Design serial_fifo_uart, sky130hd; sources not shown.
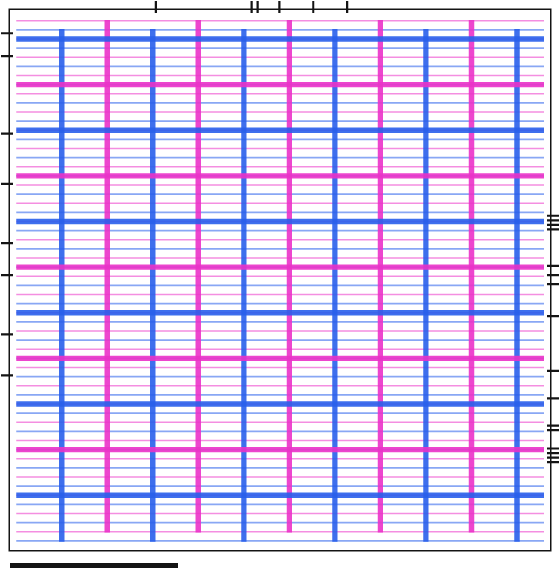
Figure 1: PDN straps and rails.
Scale bar: 50 µm. Pins as bars on the die edge.
[VDD] magenta
[VSS] blue
rows: 57
signal pins: 30
met5 straps: 11
met4 straps: 11
die width: 161 µm
maximum vdd drop: 400 µV

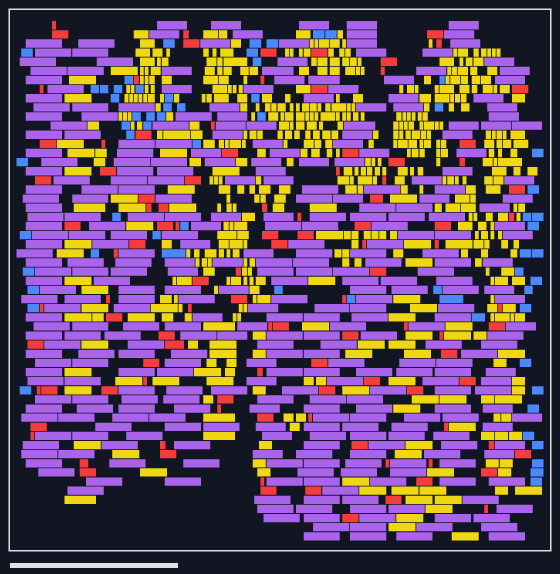
Figure 2: cell classes on the final placement.
Scale bar: 50 µm.
[remaining buffers and delay cells] blue | cells: 63
[registers] purple | cells: 356
[clock drivers and dummy loads] red | cells: 104
[remaining logic cells] yellow | cells: 503
row cnt: 57
CORE AREA: 24400 µm²
Seq area share: 60.7%
final instance area: 16800 µm²
final core area utilization: 68.9%

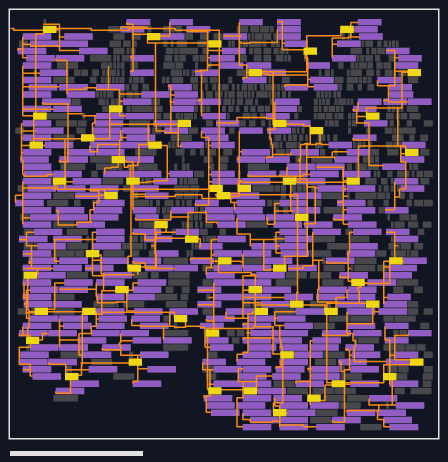
Figure 3: clock wires, drivers and flops.
Scale bar: 50 µm.
[clock-net drivers] yellow | count: 57
[clock wires] orange | length: 4050 µm
[flip-flops] purple | count: 356
routed clock nets: 58
flops lie: widely spread
Layout Skew: 0.0310 ns
clock share of power: 28.5%
clk_lat worst skew: 0.60 ns

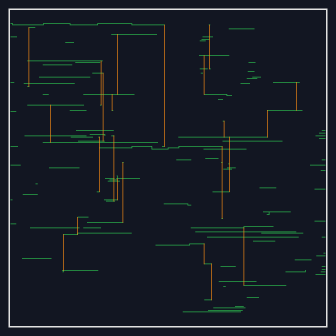
Figure 4: signal wires by layer.
Two of the layers only.
[M4] orange | wire length: 537 µm
[M3] green | wire length: 1390 µm
vias: 7879
per-cell routed wire length: 20.7 µm
WL final: 28000 µm

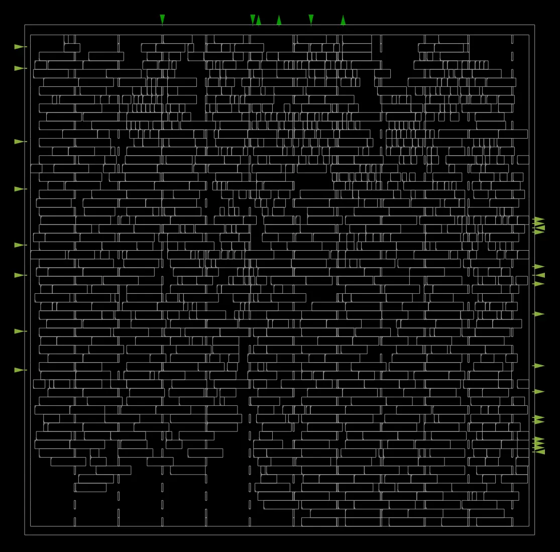
Figure 5: placement view.
Flops: 356
post-route non-filler standard cell count: 1350
tap cell count: 324
Fillers: 1625

==> ci_impl_report.md <==
## PnR job results

| Metric | Value |
|---|---|
| Mapped Area | approximately 15000 µm² |
| Status | finished clean |
| Top Layout Cells | edfxtp_1, dfrtp_1, mux4_2, nand2_1, clkbuf_8 |
| Initial core utilization | 61.4% |
| Initial antenna violation count | 0 |
| # IOs | 30 |
| GR Util met2 | approximately two fifths |
| Met1 Use GR | 29.3% |
| PortBufs | 29 |
| Die area | around 26000 µm² |
| Kind of critical path | reg2out |
| Leading area contributor after synthesis | edfxtp_1 |
| Nets | 1023 |
| Ratio of cells with drive above 1 in the final layout | 21.2% |
| Cts hold-fix bufs | 0 |
| Final hold slack | 0.239 ns |
| Largest net degree at the start of global routing | 79 |
| Commonest Layout Cell | edfxtp_1 |
| Flip-flops with a built-in enable | approximately 260 |
| Synthesized Nets | 939 |
| # DRC | 0 |
| Detailed Routing Iterations Pass 1 | 5 |
| Lkg Pwr | 0.00648 µW |
| First DRT Iteration DRCs | between 600 and 700 |
| TritonCTS clock tree | built |
| Tot GR Track Use | 22.8% |
| Critical Path Start Type | register |
| Remaining Overflow, GRT | 0 |
| Vias per cell | 5.84 |
| Distinct lib cells used | 54 |
## area by class of cell
cell class,instances,area (µm²)
Clock buffer,58,798
Clock inverter,46,215
Fill cell,1625,7590
Inverter,24,90.1
Multi-Input combinational cell,479,4520
Sequential cell,356,10200
Tap cell,324,405
Timing Repair Buffer,63,573
## timing repair
| action | CTS | global route |
|---|---|---|
| setup endpoints to repair | 7 | 7 |
| gates resized | 1 | 1 |
| buffers inserted | 0 | 2 |
## cell families after synthesis
family / synth area share (%)
xor+xnor: 3.30
simple gates: 6.44
compound gates: 2.71
mux: 15.3
flops: 68.1
fa+ha+maj: 2.44
buf+inv: 1.71
## Yosys cell counts, types with 18 or more instances
library cell and count:
a21oi_1 18, and2_1 21, clkbuf_1 22, dfrtp_1 97, edfxtp_1 256, ha_1 26
inv_1 23, mux2_2 28, mux2i_1 20, mux4_2 73, nand2_1 61, nor2_1 57
o21ai_0 28, xnor2_1 38
## power breakdown
part / switching [µW] / internal (µW) / total, µW
logic: 1030 / 1160 / 2190
registers: 335 / 4200 / 4540
clock network: 1350 / 1330 / 2680
## through the flow
stage / instances / worst slack [ns] / power (µW)
floorplan: 897 / 0.687 / 6220
global placement: 1243 / 0.658 / 6690
detailed placement: 1243 / 0.610 / 6810
CTS: 1347 / 0.00152 / 9490
global route: 1350 / 0.114 / 9900
finish: 1350 / 0.233 / 9410
## metal layers
| metal | up-vias | share of wire (%) |
|---|---|---|
| li1 | 3583 | - |
| met2 | 205 | 53 |
| met3 | 49 | 5.0 |
| met5 | - | 0 |
| met4 | 0 | 1.9 |
| met1 | 4042 | 40 |
## critical path, stage by stage (launching register included)
cell	delay (ns)
dfrtp_4	0.46
buf_12	0.19
mux4_2	0.52
mux4_2	0.51
mux2_2	0.29
clkdlybuf4s50_1	0.48
No activity file was given, so power comes from the tool's default toggle rates.
